[src/rtl/nrs_pkg.sv]
// Shared types and helpers for the NRS least-squares estimator.
// FSM encoding, default slot depth and QPSK sign mapping.
package nrs_pkg;

  localparam int N_NRS_DEFAULT = 16;

  typedef enum logic [1:0] {
    IDLE,
    RUN,
    DRAIN,
    ACK
  } nrs_state_e;

  function automatic logic signed [1:0] qpsk_sign(input logic b);
    return b ? 2'sb11 : 2'sb01;
  endfunction

endpackage

[src/rtl/nrs_ls_estimator_if.sv]
// Received-RE stream from the demapper into the estimator.
// Valid/ready handshake with signed I/Q payload.
interface nrs_ls_estimator_if #(
  parameter int WIDTH_IQ = 16
);

  logic                       re_valid;
  logic                       re_ready;
  logic signed [WIDTH_IQ-1:0] re_i;
  logic signed [WIDTH_IQ-1:0] re_q;

  modport master (
    output re_valid,
    output re_i,
    output re_q,
    input  re_ready
  );

  modport slave (
    input  re_valid,
    input  re_i,
    input  re_q,
    output re_ready
  );

endinterface

[src/rtl/nrs_conj_mult.sv]
// Y*conj(X) for a QPSK reference X; X has unit-magnitude I/Q,
// so the product reduces to sign flips and two adds.
module nrs_conj_mult
  import nrs_pkg::*;
#(
  parameter int WIDTH_IQ = 16
) (
  input  logic signed [WIDTH_IQ-1:0] y_i,
  input  logic signed [WIDTH_IQ-1:0] y_q,
  input  logic                       x_r,
  input  logic                       x_i,
  output logic signed [WIDTH_IQ:0]   h_i,
  output logic signed [WIDTH_IQ:0]   h_q
);

  logic signed [1:0]        sr;
  logic signed [1:0]        si;
  logic signed [WIDTH_IQ:0] e_i;
  logic signed [WIDTH_IQ:0] e_q;
  logic signed [WIDTH_IQ:0] sr_i;
  logic signed [WIDTH_IQ:0] sr_q;
  logic signed [WIDTH_IQ:0] si_i;
  logic signed [WIDTH_IQ:0] si_q;

  assign sr  = qpsk_sign(x_r);
  assign si  = qpsk_sign(x_i);
  assign e_i = {y_i[WIDTH_IQ-1], y_i};
  assign e_q = {y_q[WIDTH_IQ-1], y_q};

  assign sr_i = sr[1] ? -e_i : e_i;
  assign sr_q = sr[1] ? -e_q : e_q;
  assign si_i = si[1] ? -e_i : e_i;
  assign si_q = si[1] ? -e_q : e_q;

  assign h_i = sr_i + si_q;
  assign h_q = sr_q - si_i;

endmodule

[src/rtl/nrs_ls_estimator.sv]
// LS channel estimator on NRS REs: H = Y*conj(X), est_ack per slot.
// Optional slot average of H enabled by NRS_LS_AVG_EN.
module nrs_ls_estimator
  import nrs_pkg::*;
#(
  parameter int WIDTH_IQ = 16,
  parameter int N_NRS    = N_NRS_DEFAULT,
  parameter int LINES    = $clog2(N_NRS)
) (
  input  logic                     clk,
  input  logic                     rst,
  input  logic                     new_frame,
  input  logic                     NRS_gen_ready,
  nrs_ls_estimator_if.slave        re_bus,
  output logic [LINES-1:0]         rd_addr_est,
  input  logic                     nrs_est_r,
  input  logic                     nrs_est_i,
  output logic                     h_valid,
  output logic signed [WIDTH_IQ:0] h_i,
  output logic signed [WIDTH_IQ:0] h_q,
  output logic [LINES-1:0]         h_idx,
  output logic                     est_ack
`ifdef NRS_LS_AVG_EN
  ,
  output logic                     h_avg_valid,
  output logic signed [WIDTH_IQ:0] h_avg_i,
  output logic signed [WIDTH_IQ:0] h_avg_q
`endif
);

  localparam logic [LINES-1:0] K_LAST = LINES'(N_NRS - 1);

  nrs_state_e                 state_q;
  nrs_state_e                 state_d;
  logic [LINES-1:0]           k_q;
  logic [LINES-1:0]           k_d;
  logic                       re_ready;
  logic                       accept;
  logic signed [WIDTH_IQ-1:0] y_i;
  logic signed [WIDTH_IQ-1:0] y_q;
  logic signed [WIDTH_IQ:0]   p_i;
  logic signed [WIDTH_IQ:0]   p_q;

  assign y_i             = re_bus.re_i;
  assign y_q             = re_bus.re_q;
  assign re_bus.re_ready = re_ready;
  assign rd_addr_est     = k_q;

  nrs_conj_mult #(
    .WIDTH_IQ(WIDTH_IQ)
  ) u_mult (
    .y_i(y_i),
    .y_q(y_q),
    .x_r(nrs_est_r),
    .x_i(nrs_est_i),
    .h_i(p_i),
    .h_q(p_q)
  );

  always_comb begin
    state_d  = state_q;
    k_d      = k_q;
    re_ready = 1'b0;
    accept   = 1'b0;
    est_ack  = 1'b0;
    unique case (state_q)
      IDLE: begin
        if (NRS_gen_ready) begin
          state_d = RUN;
          k_d     = '0;
        end
      end
      RUN: begin
        re_ready = 1'b1;
        accept   = re_bus.re_valid & ~new_frame;
        if (accept) begin
          if (k_q == K_LAST) begin
            state_d = DRAIN;
            k_d     = '0;
          end else begin
            k_d = k_q + LINES'(1);
          end
        end
      end
      DRAIN: state_d = ACK;
      ACK: begin
        est_ack = 1'b1;
        state_d = IDLE;
      end
      default: state_d = IDLE;
    endcase
    // Abort wins over every state; the slot is never acknowledged.
    if (new_frame) begin
      state_d = IDLE;
      k_d     = '0;
      est_ack = 1'b0;
    end
  end

  always_ff @(posedge clk) begin
    if (rst) begin
      state_q <= IDLE;
      k_q     <= '0;
      h_valid <= 1'b0;
      h_i     <= '0;
      h_q     <= '0;
      h_idx   <= '0;
    end else begin
      state_q <= state_d;
      k_q     <= k_d;
      h_valid <= accept;
      if (accept) begin
        h_i   <= p_i;
        h_q   <= p_q;
        h_idx <= k_q;
      end
    end
  end

`ifdef NRS_LS_AVG_EN
  localparam int AW = WIDTH_IQ + 1 + LINES;

  logic signed [AW-1:0] acc_i_q;
  logic signed [AW-1:0] acc_q_q;
  logic                 avg_unused;

  always_ff @(posedge clk) begin
    if (rst || new_frame || state_q == ACK) begin
      acc_i_q <= '0;
      acc_q_q <= '0;
    end else if (accept) begin
      acc_i_q <= acc_i_q + AW'(p_i);
      acc_q_q <= acc_q_q + AW'(p_q);
    end
  end

  // Dropping the low LINES bits is the arithmetic shift by LINES.
  assign avg_unused  = ^{acc_i_q[LINES-1:0], acc_q_q[LINES-1:0]};
  assign h_avg_valid = est_ack;
  assign h_avg_i     = est_ack ? acc_i_q[AW-1:LINES] : '0;
  assign h_avg_q     = est_ack ? acc_q_q[AW-1:LINES] : '0;
`endif

endmodule
[src/flat_wrapper.sv]
// flat-port wrapper written by rule: the top's interface ports become plain ports
module nrs_ls_estimator_flat import nrs_pkg::*;
#(
  parameter int WIDTH_IQ = 16,
  parameter int N_NRS    = N_NRS_DEFAULT,
  parameter int LINES    = $clog2(N_NRS)
)
  (clk, rst, new_frame, NRS_gen_ready, rd_addr_est, nrs_est_r, nrs_est_i, h_valid, h_i, h_q, h_idx, est_ack, re_bus_re_valid, re_bus_re_i, re_bus_re_q, re_bus_re_ready);
  nrs_ls_estimator_if #(.WIDTH_IQ(WIDTH_IQ)) re_bus_i ();
  input  logic clk;
  input  logic rst;
  input  logic new_frame;
  input  logic NRS_gen_ready;
  output logic [LINES-1:0] rd_addr_est;
  input  logic nrs_est_r;
  input  logic nrs_est_i;
  output logic h_valid;
  output logic signed [WIDTH_IQ:0] h_i;
  output logic signed [WIDTH_IQ:0] h_q;
  output logic [LINES-1:0] h_idx;
  output logic est_ack;
  input wire logic [$bits(re_bus_i.re_valid)-1:0] re_bus_re_valid;
  input wire logic [$bits(re_bus_i.re_i)-1:0] re_bus_re_i;
  input wire logic [$bits(re_bus_i.re_q)-1:0] re_bus_re_q;
  output wire logic [$bits(re_bus_i.re_ready)-1:0] re_bus_re_ready;
  assign re_bus_i.re_valid = re_bus_re_valid;
  assign re_bus_i.re_i = re_bus_re_i;
  assign re_bus_i.re_q = re_bus_re_q;
  assign re_bus_re_ready = re_bus_i.re_ready;
  nrs_ls_estimator #(.WIDTH_IQ(WIDTH_IQ), .N_NRS(N_NRS), .LINES(LINES)) u_core (.clk(clk), .rst(rst), .new_frame(new_frame), .NRS_gen_ready(NRS_gen_ready), .re_bus(re_bus_i), .rd_addr_est(rd_addr_est), .nrs_est_r(nrs_est_r), .nrs_est_i(nrs_est_i), .h_valid(h_valid), .h_i(h_i), .h_q(h_q), .h_idx(h_idx), .est_ack(est_ack));
endmodule
[config.mk]
export PLATFORM = sky130hd
export DESIGN_NAME = nrs_ls_estimator_flat
export DESIGN_NICKNAME = d
export VERILOG_FILES = /design/src/rtl/nrs_pkg.sv /design/src/rtl/nrs_ls_estimator_if.sv /design/src/rtl/nrs_conj_mult.sv /design/src/rtl/nrs_ls_estimator.sv /design/src/flat_wrapper.sv
export SDC_FILE = /design/constraint.sdc
export NUM_CORES = 1
export LEC_CHECK = 0
export ABC_AREA = 1
export CAP_MARGIN = 10
export CORE_MARGIN = 2
export CORE_UTILIZATION = 59
export DETAILED_ROUTE_END_ITERATION = 7
export PLACE_DENSITY = 0.88
export SETUP_SLACK_MARGIN = 0.4
export SLEW_MARGIN = 20
export SYNTH_ARGS = -nofsm -noshare
export SYNTH_HDL_FRONTEND = slang
export SYNTH_SLANG_ARGS = --single-unit
[constraint.sdc]
create_clock -name clk -period 5.65 [get_ports clk]
set_clock_uncertainty 0.1 [all_clocks]
set_input_delay 0.8475 -clock clk [delete_from_list [all_inputs] [get_ports clk]]
set_output_delay 0.8475 -clock clk [all_outputs]
set_load 0.005 [all_outputs]
==> images/logic_types.png <==
Drawn at 4 px/um.
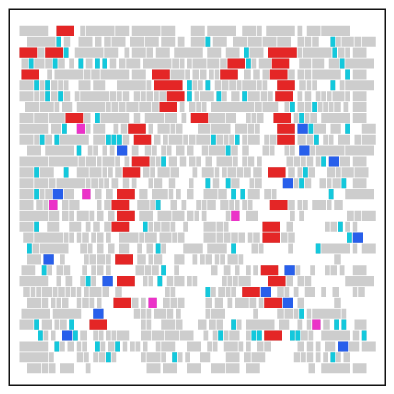
Key: AND and OR gates = magenta [cells 6]; AND-OR and OR-AND gates = blue [cells 15]; adder and majority cells = red [cells 41]; inverters = cyan [cells 88, where widely spread]

==> results_dict.tcl <==
# collected from the flow reports
set metrics [dict create \
    run_status "completed" \
    rsz0062_at_grt "no" \
    viasPerCell 5.74 \
    cap_violations 0 \
    edf_count 0 \
    gp_congestion 0.939 \
    postSynthCellCount 773 \
    ff_type "dfxtp_1" \
    cp_cell_sequence "clkdlybuf4s50_1 > nor3_2 > nand2_1 > nor2_2 > nand2_2 > nor2_4 > xor2_1 > o21ai_0 > ha_1 > nand2_1 > inv_1 > a21oi_1 > nor2_1 > nor3_1 > a21oi_1 > nor2_1 > nor2_1" \
    period_used_pct 67.1 \
    grt_pass1_vias 5142 \
    ys.flops 44 \
    tightest_slew_ns 0.988 \
    yosysWarnings 0 \
    clock_tree.root_cell "clkbuf_8" \
    yosys-stat-cells 773 \
    start_kind "primary input" \
    io_buffers 83 \
    boundaryPins 84 \
    leakagePower_nw 2.70 \
    synthesis.area_sq_um 4740 \
    cp.arrival_ns 3.90 \
    hold_path_class "flop to flop" \
    drc 0 \
    drive_gt1_share_pct 4.51 \
    worstSkewPairLatency_ns 0.31 \
    syn_to_final_growth_pct 21.1 \
    critPathSlowestCell "clkdlybuf4s50_1" \
    numCtsBuffers 5 \
    async_flop_share_pct 0 \
    fin_cells 945 \
    avgSynthCellArea_sq_um 6.13 \
    cts_hold_buffers 0 \
    cp_slowest_stage_delay_ns 0.49 \
    place_inst 937 \
    n_antenna_cell 0 \
    power_mw 1.05 \
    core_sq_um 7770 \
    clkSlewWorstSetupHoldPaths_ns 0.10 \
    pre_cts_ws_ns 1.61 \
    clock_sinks 44 \
    final_nets 922 \
    postLayoutCellArea_sq_um 5740 \
    cts_tree "built" \
    timing.hold.ws_ns 0.417 \
    drtAntennaViolNets 0 \
    cp_max_fo 5 \
    cts-resized-gates 0 \
    crit_path_end_kind "flop" \
    hold_viol_final 0 \
    final_util_pct 73.9 \
    die_height_um 93.6 \
    dpl_cell_area_sq_um 5620 \
    clk_path_buf_depth 2 \
    crit_required_ns 5.76 \
    nFillCells 636 \
    crit_path_frequent_cell "nor2_1" \
    fp-row-count 32 \
    fp_nets 853 \
    grt_pass1_wl_um 23700 \
    drt_iter0_drc 537 \
    cellPowerDensity_nw_per_um2 183 \
    min_period_ns 3.79 \
    die_width_um 93.6 \
    max_slew_margin_pct 33.7 \
    grt_max_degree 58 \
    warnings 30 \
    ys_area_sq_um 4740 \
    drt_pass1_iterations 8 \
    grt_usage_pct 33.7 \
    crit_type "primary input to flop" \
    finalSetupTns_ns 0 \
    grt_overflow 0 \
    dp_hpwl_um 11100 \
    vdd_drop_max_mv 0.124 \
    ys_types 42 \
]
==> images/wires.png <==
Drawn at 4 px/um. Only two layers are drawn.
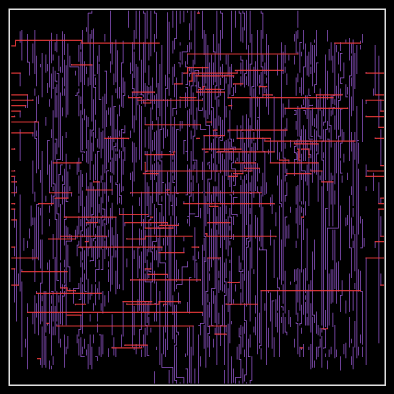
Key: metal 2 = purple [wire length 7140 um]; metal 3 = red [wire length 935 um]
WL final: 14300 um
wire length per cell: 15.2 um

path summary, 6_finish.rpt:
path                                                          from                            endpoint  slack (ns)  cells past startpoint
worst max-delay path                                re_bus_re_i[2]         u_core.h_i[13]$_SDFFE_PP0P_        1.86                     17
worst min-delay path            u_core.rd_addr_est[3]$_SDFFE_PP0P_        u_core.h_idx[3]$_SDFFE_PP0P_        0.42                      2
worst max register to register      u_core.state_q[1]$_SDFFE_PP0P_  u_core.rd_addr_est[3]$_SDFFE_PP0P_        2.73                     12
worst min register to register  u_core.rd_addr_est[3]$_SDFFE_PP0P_        u_core.h_idx[3]$_SDFFE_PP0P_        0.42                      2
cells in the mapped netlist (2+ instances only):
master	count	area [sq um]
nand2_1	188	706
o21ai_0	88	440
inv_1	85	319
nor2_1	75	282
a21oi_1	51	255
nand3_1	45	225
dfxtp_1	44	881
ha_1	39	488
xor2_1	26	228
o21bai_1	14	105
clkbuf_1	12	45.0
buf_2	10	50.1
nand4_1	10	62.6
a21o_1	8	60.1
xnor2_1	8	70.1
o21a_1	7	52.6
nor3_1	6	30.0
nor4_1	5	31.3
nor2_2	4	25.0
nor2_4	4	45.0
o21ai_1	4	20.0
or2_2	4	25.0
a31oi_1	3	18.8
clkinv_1	3	11.3
nand2_2	3	18.8
nand3b_1	3	22.5
nor3_2	3	30.0
o21ai_2	3	26.3
o221ai_1	3	26.3
fa_1	2	40.0
nand3_2	2	20.0
registers in the layout, indices dropped and copies added (netlist names):
| signal | cells |
|---|---|
| u_core.h_q | 17 |
| u_core.h_i | 16 |
| u_core.h_idx | 4 |
| u_core.rd_addr_est | 4 |
| u_core.state_q | 2 |
| u_core.h_valid | 1 |
report_power, final:
part,switching (mW),internal [mW]
combinational,0.281,0.177
sequential,0.00663,0.320
clock,0.133,0.134
total,0.421,0.631
critical path, delay by kind of cell:
family	cells	cell delay, ns
simple gates	10	1.36
buf+inv	2	0.56
xor+xnor	1	0.22
fa+ha+maj	1	0.39
compound gates	3	0.52
metal layers:
layer	up-vias	part of all wire (%)	track usage, %
li1	2696	-	-
met1	2474	41	40.4
met2	227	50	61.3
met3	31	6.5	4.92
met4	0	2.3	11.1
met5	-	0	0
cells by family (layout without fill, tap and decap cells):
| group | Yosys count | count (layout) | synth area share (%) |
|---|---|---|---|
| buffers and inverters | 113 | 183 | 9.32 |
| AND-OR/OR-AND | 185 | 185 | 21.9 |
| XOR/XNOR | 34 | 34 | 6.28 |
| AND/OR/NAND/NOR | 356 | 356 | 32.8 |
| flip-flops | 44 | 44 | 18.6 |
| adder cells (fa/ha/maj) | 41 | 41 | 11.1 |
cell type report:
type                            instances  area, sq um  share of cell area, %
Multi-Input combinational cell        616         3420                   59.7
Sequential cell                        44          881                   15.3
Timing Repair Buffer                   87          861                   15.0
Inverter                               88          330                   5.76
Tap cell                              102          128                   2.22
Clock buffer                            5         68.8                   1.20
Clock inverter                          3         46.3                  0.807
placed cells by master, fill, tap and decap left out, drive strengths merged, types with 9 or more instances in the layout:
cell type / instances
nand4: 10
o21ai: 95
inv: 86
nor2: 83
nor3: 9
clkdlybuf4s50: 83
nand3: 47
xor2: 26
a21oi: 52
o21bai: 14
ha: 39
dfxtp: 44
nand2: 192
